## src/rtl/alu_pkg.sv

```systemverilog
// alu_pkg -- shared definitions for the ALU issue slice.
//   ALU_WIDTH / ALU_FUNC_WIDTH : operand and function-code widths
//   aluf_t                     : ALU function codes (0..22 legal)
//   state_t                    : issue FSM states
//   func_legal()               : true for codes the ALU understands
package alu_pkg;

    localparam int ALU_WIDTH      = 32;
    localparam int ALU_FUNC_WIDTH = 5;
    localparam int NUM_FUNCS      = 23;

    typedef enum logic [ALU_FUNC_WIDTH-1:0] {
        F_NOOP  = 5'd0,
        F_ADD   = 5'd1,
        F_SUB   = 5'd2,
        F_RSUB  = 5'd3,
        F_AND   = 5'd4,
        F_XOR   = 5'd5,
        F_OR    = 5'd6,
        F_NOR   = 5'd7,
        F_XNOR  = 5'd8,
        F_ANDN  = 5'd9,
        F_SHL   = 5'd10,
        F_SHR   = 5'd11,
        F_SRA   = 5'd12,
        F_ROL   = 5'd13,
        F_ROR   = 5'd14,
        F_MIN   = 5'd15,
        F_MAX   = 5'd16,
        F_PASSB = 5'd17,
        F_INC   = 5'd18,
        F_DEC   = 5'd19,
        F_SLT   = 5'd20,
        F_SLTU  = 5'd21,
        F_SEQ   = 5'd22
    } aluf_t;

    typedef enum logic [1:0] {
        ST_IDLE = 2'd0,
        ST_EXEC = 2'd1,
        ST_WB   = 2'd2
    } state_t;

    function automatic logic func_legal(input logic [ALU_FUNC_WIDTH-1:0] f);
        return f < 5'(NUM_FUNCS);
    endfunction

endpackage

```

## src/rtl/alu_regfile.sv

```systemverilog
// alu_regfile -- architectural register array.
//   clk, rst_n        : clock, async active-low reset (clears every register)
//   ra_addr / ra_data : async read port A
//   rb_addr / rb_data : async read port B
//   we, wa, wd        : synchronous write port; writes to r0 are dropped
module alu_regfile #(
    parameter int NREGS = 8,
    parameter int WIDTH = 32,
    localparam int AW   = $clog2(NREGS)
) (
    input  logic             clk,
    input  logic             rst_n,
    input  logic [AW-1:0]    ra_addr,
    output logic [WIDTH-1:0] ra_data,
    input  logic [AW-1:0]    rb_addr,
    output logic [WIDTH-1:0] rb_data,
    input  logic             we,
    input  logic [AW-1:0]    wa,
    input  logic [WIDTH-1:0] wd
);

    logic [NREGS-1:0][WIDTH-1:0] regs;

    always_ff @(posedge clk or negedge rst_n) begin
        if (!rst_n) begin
            regs <= '0;
        end else if (we && (wa != '0)) begin
            regs[wa] <= wd;
        end
    end

    // r0 is never written, but decode it explicitly so it reads zero
    // regardless of what the array holds.
    assign ra_data = (ra_addr == '0) ? '0 : regs[ra_addr];
    assign rb_data = (rb_addr == '0) ? '0 : regs[rb_addr];

endmodule

```

## src/rtl/alu_issue.sv

```systemverilog
// alu_issue -- issues one command at a time to an external combinational ALU
// and writes the result back to the register file.
//   clk, rst_n                     : clock, async active-low reset
//   cmd_valid/cmd_ready            : command handshake (ready only in IDLE)
//   cmd_func, cmd_rd, cmd_rs1/rs2  : function code and register indices
//   cmd_use_imm/cmd_imm            : immediate replaces rs2 as operand b
//   cmd_use_carry                  : carry flag feeds alu_ci
//   alu_a/alu_b/alu_ci/alu_f       : registered ALU drive, held between ops
//   alu_s/alu_co                   : ALU result, captured at end of EXEC
//   res_valid/res_ready            : result handshake; writeback on accept
//   res_data/res_co/res_rd         : result payload
//   err                            : one-cycle pulse on an illegal function
module alu_issue #(
    parameter int NREGS     = 8,
    parameter int ALU_WIDTH = alu_pkg::ALU_WIDTH,
    localparam int AW       = $clog2(NREGS)
) (
    input  logic                               clk,
    input  logic                               rst_n,
    input  logic                               cmd_valid,
    output logic                               cmd_ready,
    input  logic [alu_pkg::ALU_FUNC_WIDTH-1:0] cmd_func,
    input  logic [AW-1:0]                      cmd_rd,
    input  logic [AW-1:0]                      cmd_rs1,
    input  logic [AW-1:0]                      cmd_rs2,
    input  logic                               cmd_use_imm,
    input  logic [ALU_WIDTH-1:0]               cmd_imm,
    input  logic                               cmd_use_carry,
    output logic [ALU_WIDTH-1:0]               alu_a,
    output logic [ALU_WIDTH-1:0]               alu_b,
    output logic                               alu_ci,
    output logic [alu_pkg::ALU_FUNC_WIDTH-1:0] alu_f,
    input  logic [ALU_WIDTH-1:0]               alu_s,
    input  logic                               alu_co,
    output logic                               res_valid,
    input  logic                               res_ready,
    output logic [ALU_WIDTH-1:0]               res_data,
    output logic                               res_co,
    output logic [AW-1:0]                      res_rd,
    output logic                               err
);

    import alu_pkg::*;

    state_t                    state;
    logic                      carry;
    logic                      is_addsub;
    logic [ALU_WIDTH-1:0]      rs1_data;
    logic [ALU_WIDTH-1:0]      rs2_data;
    logic [ALU_FUNC_WIDTH-1:0] nxt_f;
    logic [ALU_WIDTH-1:0]      nxt_b;
    logic                      nxt_ci;
    logic                      accept;
    logic                      wb;

    assign accept = cmd_valid && cmd_ready;
    assign wb     = res_valid && res_ready;

    alu_regfile #(
        .NREGS (NREGS),
        .WIDTH (ALU_WIDTH)
    ) u_rf (
        .clk     (clk),
        .rst_n   (rst_n),
        .ra_addr (cmd_rs1),
        .ra_data (rs1_data),
        .rb_addr (cmd_rs2),
        .rb_data (rs2_data),
        .we      (wb),
        .wa      (res_rd),
        .wd      (res_data)
    );

    // Operand/function remapping. INC/DEC ride on ADD/SUB with a forced
    // b=1 and ci=0 so they never pick up a stale carry; NOOP becomes OR
    // with zero so the ALU simply passes rs1 through.
    always_comb begin
        nxt_f  = cmd_func;
        nxt_b  = cmd_use_imm ? cmd_imm : rs2_data;
        nxt_ci = cmd_use_carry ? carry : 1'b0;
        case (cmd_func)
            F_NOOP: begin
                nxt_f = F_OR;
                nxt_b = '0;
            end
            F_INC: begin
                nxt_f  = F_ADD;
                nxt_b  = ALU_WIDTH'(1);
                nxt_ci = 1'b0;
            end
            F_DEC: begin
                nxt_f  = F_SUB;
                nxt_b  = ALU_WIDTH'(1);
                nxt_ci = 1'b0;
            end
            default: ;
        endcase
    end

    always_ff @(posedge clk or negedge rst_n) begin
        if (!rst_n) begin
            state     <= ST_IDLE;
            cmd_ready <= 1'b1;
            res_valid <= 1'b0;
            res_data  <= '0;
            res_co    <= 1'b0;
            res_rd    <= '0;
            err       <= 1'b0;
            alu_a     <= '0;
            alu_b     <= '0;
            alu_ci    <= 1'b0;
            alu_f     <= '0;
            carry     <= 1'b0;
            is_addsub <= 1'b0;
        end else begin
            err <= 1'b0;
            case (state)
                ST_IDLE: begin
                    if (accept) begin
                        if (func_legal(cmd_func)) begin
                            // Sources are sampled here, so rd==rs1/rs2
                            // sees the value from before this op's write.
                            alu_a     <= rs1_data;
                            alu_b     <= nxt_b;
                            alu_ci    <= nxt_ci;
                            alu_f     <= nxt_f;
                            res_rd    <= cmd_rd;
                            is_addsub <= (cmd_func == F_ADD) || (cmd_func == F_SUB);
                            cmd_ready <= 1'b0;
                            state     <= ST_EXEC;
                        end else begin
                            // Illegal op: stay ready, touch no state.
                            err <= 1'b1;
                        end
                    end
                end
                ST_EXEC: begin
                    res_data  <= alu_s;
                    res_co    <= alu_co;
                    res_valid <= 1'b1;
                    state     <= ST_WB;
                end
                ST_WB: begin
                    if (res_ready) begin
                        // Carry tracks only true ADD/SUB, not INC/DEC.
                        if (is_addsub) carry <= res_co;
                        res_valid <= 1'b0;
                        cmd_ready <= 1'b1;
                        state     <= ST_IDLE;
                    end
                end
                default: begin
                    res_valid <= 1'b0;
                    cmd_ready <= 1'b1;
                    state     <= ST_IDLE;
                end
            endcase
        end
    end

endmodule

```

## config.mk

```make
export PLATFORM = sky130hd
export DESIGN_NAME = alu_issue
export DESIGN_NICKNAME = d
export VERILOG_FILES = /design/src/rtl/alu_pkg.sv /design/src/rtl/alu_regfile.sv /design/src/rtl/alu_issue.sv
export SDC_FILE = /design/constraint.sdc
export NUM_CORES = 1
export LEC_CHECK = 0
export CAP_MARGIN = 30
export CORE_ASPECT_RATIO = 1.75
export CORE_MARGIN = 2
export CORE_UTILIZATION = 45
export CTS_BUF_LIST = sky130_fd_sc_hd__clkbuf_16
export DETAILED_ROUTE_END_ITERATION = 10
export PLACE_DENSITY = 0.66
export SYNTH_ARGS = -nofsm -noshare
export SYNTH_HDL_FRONTEND = slang
export SYNTH_SLANG_ARGS = --single-unit
```

## constraint.sdc

```tcl
create_clock -name clk -period 2.3 [get_ports clk]
set_input_delay 0.46 -clock clk [delete_from_list [all_inputs] [get_ports clk]]
set_output_delay 0.46 -clock clk [all_outputs]
set_load 0.05 [all_outputs]
```

==> qor.csv <==
metric,value,unit
status,finished clean,
post-layout util,56.1,%
Final Slew Violations,0,
Power Clock,4.84,mW
P_int,16.8,mW
vias in the first global route,12100,
final std cells w/o fill,1910,
Late-Pin Clk Latency,590,ps
main flop type,dfrtp_1,
Chip Area,0.0388,mm^2
sum of buffers and inverters on the critical path,1,
final setup margin,33.3,ps
Async SR Flop Fraction,100,%
chip area in the Yosys report,0.0167,mm^2
aggregate global routing overflow,0,
Post-CTS Hold Fix Bufs,1,
fp_density,45.5,%
row count,93,
Adder Area Share,0,%
Placeable Area,0.0368,mm^2
RSZ-0062 raised after global routing,false,
Synth top area share,50.2,%
"top cells, area","dfrtp_1 (50%), mux2_2 (24%), mux4_2 (4.6%), a221oi_2 (2.7%), mux2_4 (2.7%)",
Yosys Instances,1217,
Placed Area,0.0197,mm^2
syn nets,1302,
Top Consumer,combinational cells,
path summary, 6_finish.rpt:
path / from / endpoint / slack, ps / depth (start not counted)
min in group asynchronous: rst_n / res_data[26] / 410 / 2
setup reg to reg: res_rd[0] / u_rf.regs[135] / 530 / 4
hold / removal: cmd_use_imm / alu_b[6] / 380 / 3
hold reg to reg: cmd_ready / cmd_ready / 470 / 2
max in group asynchronous: rst_n / u_rf.regs[55] / 1160 / 3
setup / recovery: alu_a[19] / alu_a[19] / 30 / 1
cell type report:
cell class	count	share of cell area, %
Clock buffer	31	3.76
Clock inverter	26	0.752
Inverter	2	0.0364
Multi-Input combinational cell	775	38.1
Sequential cell	337	40.9
Tap cell	475	2.88
Timing Repair Buffer	264	13.5
layout by cell type (no fill, tap or decap), drive strengths merged, types with 4 or more instances in the layout:
cell type | Yosys | final
mux2 | 381 | 381
a22oi | 30 | 30
nand2 | 58 | 58
o31ai | 31 | 31
a221oi | 62 | 62
inv | 1 | 7
nand2b | 36 | 36
dfrtp | 336 | 336
o21ai | 38 | 38
clkinvlp | 0 | 5
nor2b | 35 | 35
nand3 | 4 | 4
clkinv | 1 | 15
clkdlybuf4s50 | 0 | 142
dlygate4sd2 | 0 | 38
clkbuf | 36 | 31
mux4 | 34 | 34
dlymetal6s2s | 0 | 4
nor2 | 9 | 9
buf | 67 | 79
a32o | 31 | 31
sequential cells by signal, summed over array words and instances (netlist names), 2 cells and up:
| name | count |
|---|---|
| u_rf.regs | 224 |
| alu_b | 32 |
| alu_a | 32 |
| res_rd | 3 |
| state | 2 |
| res_data | 32 |
| alu_f | 5 |
layer usage:
metal	track usage, %	wire length, um	part of all wire, %
met5	0	0	0
met4	8.10	1410	3.1
met3	2.48	1590	3.5
met2	43.8	24600	54
met1	28.3	17800	39
==> images/pdn.png <==
Scale bar: 50 um. Pins as bars on the die edge.
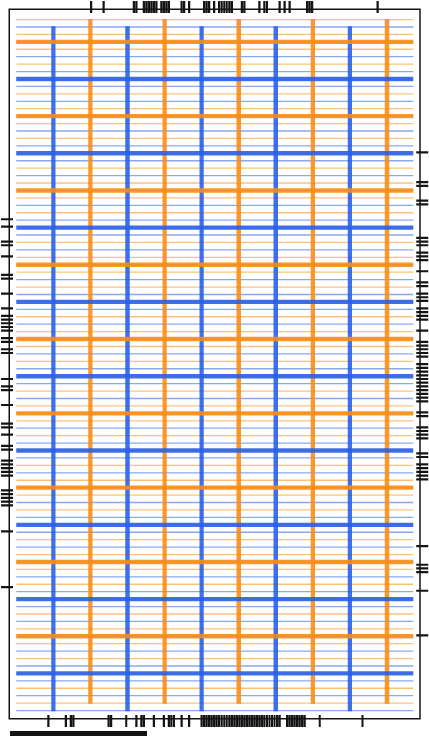
[blue] VSS
[orange] VDD
met4 straps: 10
rows: 93

==> images/cell_classes.png <==
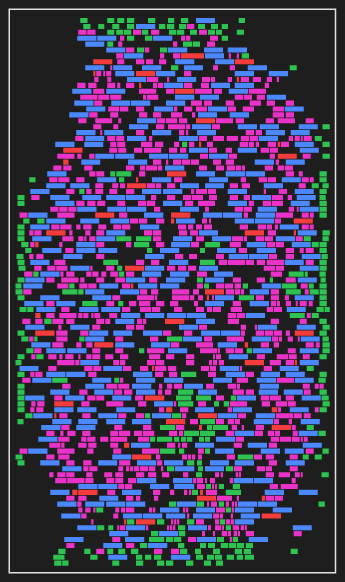
[blue] flops | cells: 337
[green] other buffers and delay cells | cells: 264
[red] clock drivers and dummy loads | cells: 57
[magenta] all other logic | cells: 777

No activity file was given, so power comes from the tool's default toggle rates.
